--- src/rtl/uart_csr_multi_pkg.sv ---
// Shared register-map constants for the multi-channel UART CSR block.
package uart_csr_pkg;

    localparam logic [15:0] OFS_CR    = 16'h0000;
    localparam logic [15:0] OFS_ISR   = 16'h0004;
    localparam logic [15:0] OFS_IER   = 16'h0008;
    localparam logic [15:0] OFS_PE    = 16'h000C;
    localparam logic [15:0] OFS_FE    = 16'h0010;
    localparam logic [15:0] OFS_NE    = 16'h0014;
    localparam logic [15:0] OFS_CLR   = 16'h0018;
    localparam logic [15:0] OFS_ID    = 16'h0F00;
    localparam logic [15:0] CH_STRIDE = 16'h0040;

    localparam int ISR_PE = 0;
    localparam int ISR_FE = 1;
    localparam int ISR_NE = 2;

    localparam logic [31:0] CR_WMASK = 32'h0000_0F3F;

endpackage

--- src/rtl/uart_csr_multi_if.sv ---
// Peripheral bus bundle between the bus decoder (master) and the CSR block (slave).
interface uart_csr_multi_if;

    logic [31:0] peripheral_data_in;
    logic [31:0] peripheral_addr_in;
    logic        peripheral_read_en;
    logic        peripheral_write_en;
    logic [31:0] peripheral_base_addr;
    logic [31:0] peripheral_data_out;
    logic        peripheral_data_out_en;

    modport master (
        output peripheral_data_in, peripheral_addr_in, peripheral_read_en,
               peripheral_write_en, peripheral_base_addr,
        input  peripheral_data_out, peripheral_data_out_en
    );

    modport slave (
        input  peripheral_data_in, peripheral_addr_in, peripheral_read_en,
               peripheral_write_en, peripheral_base_addr,
        output peripheral_data_out, peripheral_data_out_en
    );

endinterface

--- src/rtl/uart_csr_multi_chan.sv ---
// One UART channel's registers: control word, error counters, sticky ISR, IER and irq term.
module uart_csr_chan
    import uart_csr_pkg::*;
#(
    parameter int CNT_W = 16
) (
    input  logic             clk,
    input  logic             rst_n,
    input  logic             wr_i,
    input  logic [5:0]       ofs_i,
    input  logic [31:0]      wdata_i,
    input  logic             pe_i,
    input  logic             fe_i,
    input  logic             ne_i,
    output logic [31:0]      cr_o,
    output logic [2:0]       isr_o,
    output logic [2:0]       ier_o,
    output logic [CNT_W-1:0] pe_cnt_o,
    output logic [CNT_W-1:0] fe_cnt_o,
    output logic [CNT_W-1:0] ne_cnt_o,
    output logic             irq_o
);

    logic [31:0]      cr_q, cr_d;
    logic [2:0]       isr_q, isr_d;
    logic [2:0]       ier_q, ier_d;
    logic [CNT_W-1:0] cnt_q [3];
    logic [CNT_W-1:0] cnt_d [3];
    logic [2:0]       flag, clr, w1c;

    // Clear beats increment; the counter sticks at all-ones instead of wrapping.
    function automatic logic [CNT_W-1:0] cnt_next(input logic [CNT_W-1:0] cnt,
                                                  input logic inc, input logic clear);
        if (clear)
            return '0;
        if (inc && (cnt != {CNT_W{1'b1}}))
            return cnt + CNT_W'(1'b1);
        return cnt;
    endfunction

    always_comb begin
        flag         = '0;
        flag[ISR_PE] = pe_i;
        flag[ISR_FE] = fe_i;
        flag[ISR_NE] = ne_i;
    end

    always_comb begin
        cr_d  = cr_q;
        ier_d = ier_q;
        clr   = '0;
        w1c   = '0;
        if (wr_i) begin
            case (ofs_i)
                OFS_CR[5:0]:  cr_d  = wdata_i & CR_WMASK;
                OFS_ISR[5:0]: w1c   = wdata_i[2:0];
                OFS_IER[5:0]: ier_d = wdata_i[2:0];
                OFS_CLR[5:0]: clr   = wdata_i[2:0];
                default: ;
            endcase
        end
        // A new event in the same cycle as its W1C keeps the bit pending.
        isr_d = (isr_q & ~w1c) | flag;
        for (int k = 0; k < 3; k++)
            cnt_d[k] = cnt_next(cnt_q[k], flag[k], clr[k]);
    end

    always_ff @(posedge clk or negedge rst_n) begin
        if (!rst_n) begin
            cr_q  <= '0;
            isr_q <= '0;
            ier_q <= '0;
            for (int k = 0; k < 3; k++)
                cnt_q[k] <= '0;
        end else begin
            cr_q  <= cr_d;
            isr_q <= isr_d;
            ier_q <= ier_d;
            for (int k = 0; k < 3; k++)
                cnt_q[k] <= cnt_d[k];
        end
    end

    assign cr_o     = cr_q;
    assign isr_o    = isr_q;
    assign ier_o    = ier_q;
    assign pe_cnt_o = cnt_q[ISR_PE];
    assign fe_cnt_o = cnt_q[ISR_FE];
    assign ne_cnt_o = cnt_q[ISR_NE];
    assign irq_o    = |(isr_q & ier_q);

endmodule

--- src/rtl/uart_csr_multi.sv ---
// Multi-channel UART CSR block: bus decode, per-channel register instances, read mux and irq.
module uart_csr_multi
    import uart_csr_pkg::*;
#(
    parameter int          NUM_CH  = 4,
    parameter int          CNT_W   = 16,
    parameter logic [7:0]  VERSION = 8'h02
) (
    input  logic                  clk_125,
    input  logic                  rst_n_125,
    uart_csr_multi_if.slave       bus,
    input  logic [NUM_CH-1:0]     pe_flag,
    input  logic [NUM_CH-1:0]     fe_flag,
    input  logic [NUM_CH-1:0]     ne_flag,
    output logic [32*NUM_CH-1:0]  axi_uart_cr,
    output logic                  uart_irq
);

    localparam logic [31:0] ID_VAL = {8'h00, VERSION, 8'(NUM_CH), 8'(CNT_W)};

    logic             sel, rd_fire, wr_fire;
    logic [15:0]      ofs;
    logic [9:0]       ch_idx;
    logic [31:0]      rd_data;
    logic             unused_base;

    logic [NUM_CH-1:0] ch_wr, ch_irq;
    logic [31:0]       ch_cr  [NUM_CH];
    logic [2:0]        ch_isr [NUM_CH];
    logic [2:0]        ch_ier [NUM_CH];
    logic [CNT_W-1:0]  ch_pe  [NUM_CH];
    logic [CNT_W-1:0]  ch_fe  [NUM_CH];
    logic [CNT_W-1:0]  ch_ne  [NUM_CH];

    logic [31:0] data_out_q, data_out_d;
    logic        data_out_en_q, data_out_en_d;
    logic        irq_q, irq_d;

    assign sel         = (bus.peripheral_addr_in[31:16] == bus.peripheral_base_addr[15:0]);
    assign unused_base = ^bus.peripheral_base_addr[31:16];
    assign rd_fire     = bus.peripheral_read_en  && sel;
    assign wr_fire     = bus.peripheral_write_en && sel;
    assign ofs         = bus.peripheral_addr_in[15:0];
    assign ch_idx      = ofs[15:6];

    for (genvar c = 0; c < NUM_CH; c++) begin : g_ch
        assign ch_wr[c] = wr_fire && (ch_idx == 10'(c));

        uart_csr_chan #(.CNT_W(CNT_W)) u_chan (
            .clk      (clk_125),
            .rst_n    (rst_n_125),
            .wr_i     (ch_wr[c]),
            .ofs_i    (ofs[5:0]),
            .wdata_i  (bus.peripheral_data_in),
            .pe_i     (pe_flag[c]),
            .fe_i     (fe_flag[c]),
            .ne_i     (ne_flag[c]),
            .cr_o     (ch_cr[c]),
            .isr_o    (ch_isr[c]),
            .ier_o    (ch_ier[c]),
            .pe_cnt_o (ch_pe[c]),
            .fe_cnt_o (ch_fe[c]),
            .ne_cnt_o (ch_ne[c]),
            .irq_o    (ch_irq[c])
        );

        assign axi_uart_cr[32*c +: 32] = ch_cr[c];
    end

    // Reads sample register state before this cycle's write lands.
    always_comb begin
        rd_data = '0;
        if (ofs == OFS_ID) begin
            rd_data = ID_VAL;
        end else begin
            for (int c = 0; c < NUM_CH; c++) begin
                if (ch_idx == 10'(c)) begin
                    case (ofs[5:0])
                        OFS_CR[5:0]:  rd_data = ch_cr[c];
                        OFS_ISR[5:0]: rd_data = {29'b0, ch_isr[c]};
                        OFS_IER[5:0]: rd_data = {29'b0, ch_ier[c]};
                        OFS_PE[5:0]:  rd_data = 32'(ch_pe[c]);
                        OFS_FE[5:0]:  rd_data = 32'(ch_fe[c]);
                        OFS_NE[5:0]:  rd_data = 32'(ch_ne[c]);
                        default:      rd_data = '0;
                    endcase
                end
            end
        end
    end

    always_comb begin
        data_out_d    = rd_fire ? rd_data : data_out_q;
        data_out_en_d = rd_fire;
        irq_d         = |ch_irq;
    end

    always_ff @(posedge clk_125 or negedge rst_n_125) begin
        if (!rst_n_125) begin
            data_out_q    <= '0;
            data_out_en_q <= 1'b0;
            irq_q         <= 1'b0;
        end else begin
            data_out_q    <= data_out_d;
            data_out_en_q <= data_out_en_d;
            irq_q         <= irq_d;
        end
    end

    assign bus.peripheral_data_out    = data_out_q;
    assign bus.peripheral_data_out_en = data_out_en_q;
    assign uart_irq                   = irq_q;

endmodule

--- src/flat_wrapper.sv ---
// flat-port wrapper written by rule: the top's interface ports become plain ports
module uart_csr_multi_flat import uart_csr_pkg::*;
#(
    parameter int          NUM_CH  = 4,
    parameter int          CNT_W   = 16,
    parameter logic [7:0]  VERSION = 8'h02
)
  (clk_125, rst_n_125, pe_flag, fe_flag, ne_flag, axi_uart_cr, uart_irq, bus_peripheral_data_in, bus_peripheral_addr_in, bus_peripheral_read_en, bus_peripheral_write_en, bus_peripheral_base_addr, bus_peripheral_data_out, bus_peripheral_data_out_en);
  uart_csr_multi_if bus_i ();
  input  logic clk_125;
  input  logic rst_n_125;
  input  logic [NUM_CH-1:0] pe_flag;
  input  logic [NUM_CH-1:0] fe_flag;
  input  logic [NUM_CH-1:0] ne_flag;
  output logic [32*NUM_CH-1:0] axi_uart_cr;
  output logic uart_irq;
  input wire logic [$bits(bus_i.peripheral_data_in)-1:0] bus_peripheral_data_in;
  input wire logic [$bits(bus_i.peripheral_addr_in)-1:0] bus_peripheral_addr_in;
  input wire logic [$bits(bus_i.peripheral_read_en)-1:0] bus_peripheral_read_en;
  input wire logic [$bits(bus_i.peripheral_write_en)-1:0] bus_peripheral_write_en;
  input wire logic [$bits(bus_i.peripheral_base_addr)-1:0] bus_peripheral_base_addr;
  output wire logic [$bits(bus_i.peripheral_data_out)-1:0] bus_peripheral_data_out;
  output wire logic [$bits(bus_i.peripheral_data_out_en)-1:0] bus_peripheral_data_out_en;
  assign bus_i.peripheral_data_in = bus_peripheral_data_in;
  assign bus_i.peripheral_addr_in = bus_peripheral_addr_in;
  assign bus_i.peripheral_read_en = bus_peripheral_read_en;
  assign bus_i.peripheral_write_en = bus_peripheral_write_en;
  assign bus_i.peripheral_base_addr = bus_peripheral_base_addr;
  assign bus_peripheral_data_out = bus_i.peripheral_data_out;
  assign bus_peripheral_data_out_en = bus_i.peripheral_data_out_en;
  uart_csr_multi #(.NUM_CH(NUM_CH), .CNT_W(CNT_W), .VERSION(VERSION)) u_core (.clk_125(clk_125), .rst_n_125(rst_n_125), .bus(bus_i), .pe_flag(pe_flag), .fe_flag(fe_flag), .ne_flag(ne_flag), .axi_uart_cr(axi_uart_cr), .uart_irq(uart_irq));
endmodule
--- config.mk ---
export PLATFORM = sky130hd
export DESIGN_NAME = uart_csr_multi_flat
export DESIGN_NICKNAME = d
export VERILOG_FILES = /design/src/rtl/uart_csr_multi_pkg.sv /design/src/rtl/uart_csr_multi_if.sv /design/src/rtl/uart_csr_multi_chan.sv /design/src/rtl/uart_csr_multi.sv /design/src/flat_wrapper.sv
export SDC_FILE = /design/constraint.sdc
export NUM_CORES = 1
export LEC_CHECK = 0
export CAP_MARGIN = 10
export CELL_PAD_IN_SITES_DETAIL_PLACEMENT = 1
export CELL_PAD_IN_SITES_GLOBAL_PLACEMENT = 1
export CORE_UTILIZATION = 41
export CTS_CLUSTER_SIZE = 25
export DETAILED_ROUTE_END_ITERATION = 6
export PLACE_DENSITY_LB_ADDON = 0.1
export REMOVE_ABC_BUFFERS = 1
export SLEW_MARGIN = 15
export SYNTH_ARGS = -nofsm -noshare
export SYNTH_HDL_FRONTEND = slang
export SYNTH_SLANG_ARGS = --single-unit
--- constraint.sdc ---
create_clock -name clk_125 -period 2.55 [get_ports clk_125]
set_input_delay 0.6375 -clock clk_125 [delete_from_list [all_inputs] [get_ports clk_125]]
set_output_delay 0.6375 -clock clk_125 [all_outputs]
set_load 0.005 [all_outputs]
==> results_dict.tcl, run 1 <==
# metrics dict for downstream scripts
set metrics [dict create \
    met1_usage 0.3955 \
    comb_area_um2 8294 \
    worst_slew_pin_slew_ps 732.0 \
    adder_share 0.009430 \
    nClkBuffers 53 \
    signal_buffers 279 \
    reg2reg_to "u_core.g_ch[0].u_chan.pe_cnt_o[2]" \
    grt_busiest_layer "met2" \
    critPathKind "in2reg" \
    most_common_cell "dfrtp_1" \
    die_width_um 199.1 \
    path_max_fanout 11 \
    powerClk_mw 5.02 \
    worstPathCellList "clkdlybuf4s50_1, buf_12, buf_6, mux2_2, a221oi_2, a21oi_1, a211o_1, a32o_1" \
    yosys_area_um2 15920 \
    first_pass_iters 5 \
    critPathArrivalTime_ps 2990 \
    place_ws_ps -714.8 \
    syn_area_um2 15920 \
    setup_viol_count_final 0 \
    critical_path_depth 8 \
    grt_pass1_vias 14096 \
    cts_buffers 35 \
    n_antenna_cell 0 \
    hold_viol_final 4 \
    area_leaders "dfrtp_1, xor2_1, nor2_1" \
    drc 0 \
    cts_tree "yes" \
    violations "hold timing" \
    dr.first_iter.drc_count 990 \
    p_int_mw 9.020 \
    finalWirelength_mm 56.65 \
    cts_setup_buffers 0 \
    vias 13930 \
    post-dp-hpwl_mm 42.86 \
    top_cells_by_count "dfrtp_1, nor2_1, nand2_1" \
    synth_area_leader_cell "dfrtp_1" \
    reg2reg_slack_ps 320 \
    grt_max_degree 75 \
    nWellTaps 511 \
    final_cell_mix "dfrtp_1, nor2_1, clkdlybuf4s50_1" \
    holdWs_ps -14.04 \
    async_reset_ff_frac 1.000 \
    grt_antenna_before_repair 2 \
    vdd_drop_max_uv 424.5 \
    cp.required_ps 2990 \
    status "finished, violations left" \
    drive_gt1_frac 0.1528 \
    gr-total-overflow 0 \
    yosysWarnings 0 \
    rsz0062_at_grt "yes" \
    buffer_area_frac 0.1346 \
    synth_cells 1678 \
    synthAoiAreaFrac 0.1101 \
    met2_usage 0.4789 \
    maxCapViolations 0 \
    clockBufferDepth 3 \
    cts_root_buffer "clkbuf_16" \
    placed_cell_area_um2 18450 \
    reg2regPathDepth 6 \
    power.group.top "sequential cells" \
    timing.final.crit_share 0.9991 \
    slew_violations 0 \
    instances_no_fill 2455 \
    synth_cell_types 64 \
    tool_warnings 64 \
    clk_pin_slew_ps 60 \
    crit_path_top_delay_cell "clkdlybuf4s50_1" \
    cp_num_buf_inv 3 \
    fin_tns_setup_ps 0 \
    ys_sh_simple 0.2100 \
    ant_nets 0 \
    clkPwrFrac 0.378 \
    fmax_ghz 0.3925 \
    fillers 4360 \
    ys_ff 275 \
    ys_sh_xor 0.09792 \
    viasPerCell 5.674 \
    sw_frac_of_total 0.3209 \
    port_buffers 132 \
    clock_latency_ps 550 \
    dominant_cells "logic gates" \
    clkCellAreaFrac 0.05935 \
    grt_util_all_layers 0.2917 \
    register_area_um2 6882 \
    critPathMaxStageDelay_ps 520 \
    p_leak_nw 8.724 \
    r2r_start "u_core.g_ch[0].u_chan.pe_cnt_o[4]" \
    syn2layout_area_growth_pct 23.68 \
    p_comb_mw 2.11 \
    logic_gates 1312 \
    top_cell_area_share 0.4322 \
    power_frac_comb 0.159 \
    cpLargestDelayFamily "AND-OR/OR-AND gates" \
    htreeDepth 2 \
    critPathLaunch "bus_peripheral_addr_in[4]" \
    fin_crit_ps 2548 \
    die_h_um 199.1 \
    finalPower_mw 13.28 \
    grt_pass1_wl_mm 86.88 \
    slew_headroom 0.5090 \
    p_switching_mw 4.262 \
    yosys_cells 1678 \
    fin_ws_ps 2.414 \
    nFlopsAndLatches 275 \
    ctsHoldBuffers 0 \
    io_pins 274 \
    cp-endpoint "u_core.bus.peripheral_data_out[8]" \
    placed_cells 2390 \
    final_common_cell "dfrtp_1" \
    mux_share 0.06570 \
    finClkSkew_ps 42.42 \
    ys_seq_frac 0.4322 \
    ctsResizeCount 6 \
    p_per_area_nw_per_um2 674.5 \
    setup.worst_path.start_class "primary input" \
    synthFlopType "dfrtp_1" \
    comb_share 0.4212 \
    clock-sinks 275 \
    inverters 15 \
    pg_seq_mw 6.14 \
    gp_congestion 0.9197 \
    end_kind "register" \
    nets 2042 \
    hold_path_class "in2async" \
    syn_area_per_cell_um2 9.488 \
    seqPwrFrac 0.463 \
    die_area_um2 39620 \
]
-- run 1: state kept, by name, summed over array words and instances, names as in the netlist --
| signal | count |
|---|---|
| u_core.bus.peripheral_data_out_en | 1 |
| u_core.g_ch.u_chan.cr_o | 40 |
| u_core.g_ch.u_chan.pe_cnt_o | 64 |
| u_core.g_ch.u_chan.ier_o | 12 |
| u_core.bus.peripheral_data_out | 17 |
| u_core.g_ch.u_chan.isr_o | 12 |
| u_core.g_ch.u_chan.fe_cnt_o | 64 |
| u_core.g_ch.u_chan.ne_cnt_o | 64 |
| u_core.uart_irq | 1 |
-- run 1: per-layer routing --
metal  vias to the layer above  routed length (µm)
li1                       6261                   -
met2                       503               26800
met4                         0                1701
met3                        92                3542
met5                         -                   0
met1                      7074               24600
**Run 1: placed cells, one colour a class**

Scale bar: 50 µm. Fill, decap, tap and diode cells in grey.
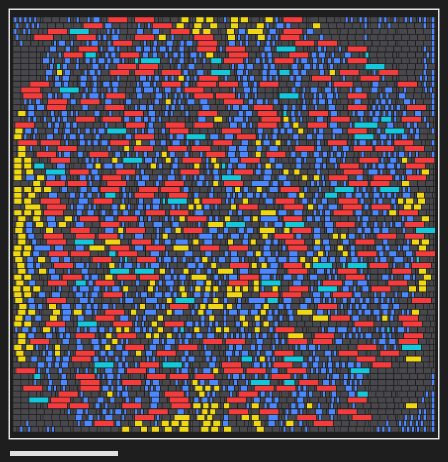
Key: blue = combinational and other logic [cells 1327, share of their area 44%]; cyan = clock drivers and dummy loads [cells 63, share of their area 6.1%]; yellow = other buffers and delay cells [cells 279, share of their area 14%]; red = flops [cells 275, share of their area 36%]
Finished Cell Area: 19690 µm²
row cnt: 71
core area: 37930 µm²
Layout Utilization: 0.5191
sequential share of cell area: 0.3495

**Run 1: cell area per tile**

20 x 20 tiles, from white (low) to dark blue (high), 0 to 100% covered.
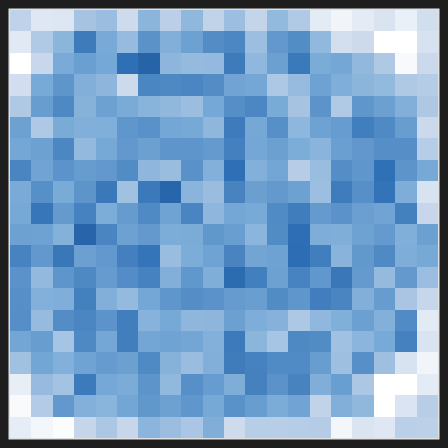
1.3% of the tiles are over 75% full. The mean over all tiles is 48%. 1.5% of the tiles are nearly empty.
Pre-Place Util: 0.4197

**Run 1: routing congestion**

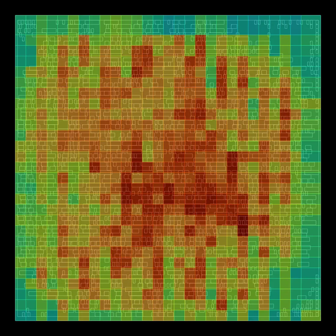
DR WL/cell: 23.07 µm
met3 usage: 0.04287

==> inputs of run 2 (changes only) <==
--- a/config.mk
+++ b/config.mk
@@ -11,6 +11,7 @@
 export CORE_UTILIZATION = 41
 export CTS_CLUSTER_SIZE = 25
 export DETAILED_ROUTE_END_ITERATION = 6
+export GPL_ROUTABILITY_DRIVEN = 0
 export PLACE_DENSITY_LB_ADDON = 0.1
 export REMOVE_ABC_BUFFERS = 1
 export SLEW_MARGIN = 15
**Run 2: signal wires on met1**

Supply wires on this layer in grey.
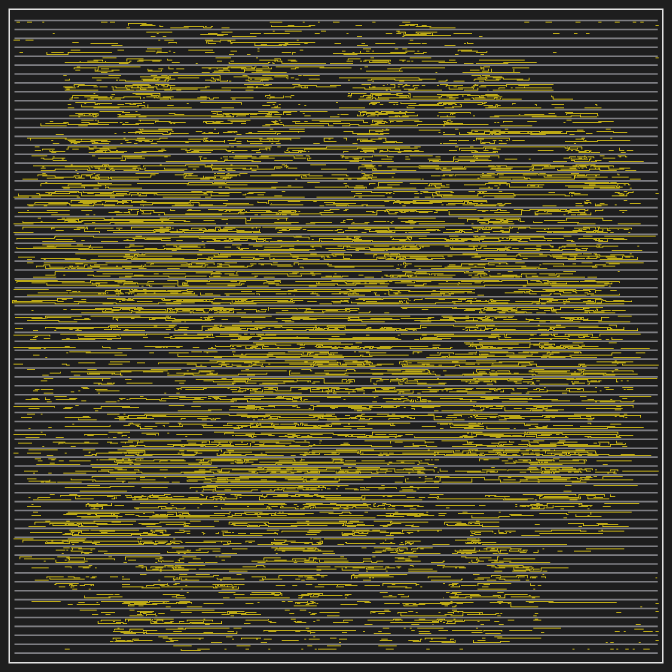
The layer holds 43% of the routed length. The longest straight run is 58.0 µm. The layer carries 24.6 mm of wire. 1786 nets have wire on it.
vias post-DR: 13930
final wirelength: 56.65 mm

==> results_dict.tcl, run 2 <==
# metrics dict for downstream scripts
set metrics [dict create \
    cpLargestDelayFamily "AND-OR/OR-AND gates" \
    nets 2042 \
    hold_path_class "in2async" \
    worst_slew_pin_slew_ps 732.0 \
    place_ws_ps -714.8 \
    finalPower_mw 13.28 \
    path_max_fanout 11 \
    fillers 4360 \
    first_pass_iters 5 \
    post-dp-hpwl_mm 42.86 \
    cp_num_buf_inv 3 \
    clock-sinks 275 \
    placed_cells 2390 \
    grtUsageMet3 0.04287 \
    p_int_mw 9.020 \
    critPathKind "in2reg" \
    top_cells_by_count "dfrtp_1, nor2_1, nand2_1" \
    yosysWarnings 0 \
    reg2reg_to "u_core.g_ch[0].u_chan.pe_cnt_o[2]" \
    finClkSkew_ps 42.42 \
    syn2layout_area_growth_pct 23.68 \
    hold_viol_final 4 \
    synth_area_leader_cell "dfrtp_1" \
    p_comb_mw 2.11 \
    top_layer "met4" \
    yosys_area_um2 15920 \
    crit_path_top_delay_cell "clkdlybuf4s50_1" \
    met1_length_mm 24.60 \
    grt_max_degree 75 \
    slew_headroom 0.5090 \
    status "finished, violations left" \
    nWellTaps 511 \
    met3WireLength_mm 3.542 \
    ctsResizeCount 6 \
    tool_warnings 64 \
    comb_area_um2 8294 \
    clock_latency_ps 550 \
    power_frac_comb 0.159 \
    signal_buffers 279 \
    rsz0062_at_grt "yes" \
    synthFlopType "dfrtp_1" \
    reg2regPathDepth 6 \
    sw_frac_of_total 0.3209 \
    async_reset_ff_frac 1.000 \
    ctsHoldBuffers 0 \
    register_area_um2 6882 \
    grt_antenna_before_repair 2 \
    die_area_um2 39620 \
    final_core_util 0.5191 \
    clkCellAreaFrac 0.05935 \
    die_h_um 199.1 \
    logic_gates 1312 \
    dominant_cells "logic gates" \
    final_cell_mix "dfrtp_1, nor2_1, clkdlybuf4s50_1" \
    grt_busiest_layer "met2" \
    n_antenna_cell 0 \
    p_per_area_nw_per_um2 674.5 \
    critPathLaunch "bus_peripheral_addr_in[4]" \
    grt_pass1_vias 14096 \
    die_width_um 199.1 \
    final_common_cell "dfrtp_1" \
    cp.required_ps 2990 \
    ys_ff 275 \
    cts_tree "yes" \
    clockBufferDepth 3 \
    ys_seq_frac 0.4322 \
    r2r_start "u_core.g_ch[0].u_chan.pe_cnt_o[4]" \
    end_kind "register" \
    critPathArrivalTime_ps 2990 \
    num_rows 71 \
    critPathMaxStageDelay_ps 520 \
    syn_area_per_cell_um2 9.488 \
    vdd_drop_max_uv 424.5 \
    syn_area_um2 15920 \
    fin_ws_ps 2.414 \
    pg_seq_mw 6.14 \
    core_um2 37930 \
    nClkBuffers 53 \
    powerClk_mw 5.02 \
    worstPathCellList "clkdlybuf4s50_1, buf_12, buf_6, mux2_2, a221oi_2, a21oi_1, a211o_1, a32o_1" \
    fin_crit_ps 2548 \
    p_leak_nw 8.724 \
    setup.worst_path.start_class "primary input" \
    nFlopsAndLatches 275 \
    timing.final.crit_share 0.9991 \
    maxCapViolations 0 \
    ant_nets 0 \
    postLayoutCellArea_um2 19690 \
    instances_no_fill 2455 \
    clkPwrFrac 0.378 \
    holdWs_ps -14.04 \
    viasPerCell 5.674 \
    drc 0 \
    violations "hold timing" \
    placed_cell_area_um2 18450 \
    routed-wl-met2_mm 26.80 \
    cp-endpoint "u_core.bus.peripheral_data_out[8]" \
    met2_usage 0.4789 \
    p_switching_mw 4.262 \
    setup_viol_count_final 0 \
    critical_path_depth 8 \
    slew_violations 0 \
    dr.first_iter.drc_count 990 \
    htreeDepth 2 \
    most_common_cell "dfrtp_1" \
    reg2reg_slack_ps 320 \
    io_pins 274 \
    power.group.top "sequential cells" \
    edf_count 0 \
    drt-wirelength-per-cell_um 23.07 \
    buffer_area_frac 0.1346 \
    cts_root_buffer "clkbuf_16" \
]
**Run 2: placed cells, one colour a class**

Scale bar: 50 µm. Fill, decap, tap and diode cells in grey.
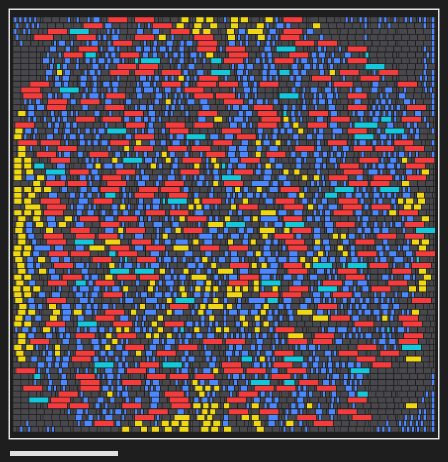

## run 2: cell counts after synthesis
Identical to the previous run, type by type.
## run 2: worst reg2reg max path, stage by stage (launching register included)
cell	delay, ps
dfrtp_1	510
nand3_1	140
or4_1	670
o21ai_0	470
nor2_1	110
xnor2_1	150
nor2_1	60
## run 2: kinds of logic (layout without fill, tap and decap cells)
logic type,count (synthesis),in the layout,synth area share
and+or+nand+nor,683,683,0.2100
DFF,275,275,0.4322
AOI/OAI and AO/OA,243,243,0.1101
buffers and inverters,193,357,0.07442
xor gates and xnor gates,178,178,0.09792
muxes,93,93,0.06570
adders and majority gates,12,12,0.009430
other,1,103,0.0002355
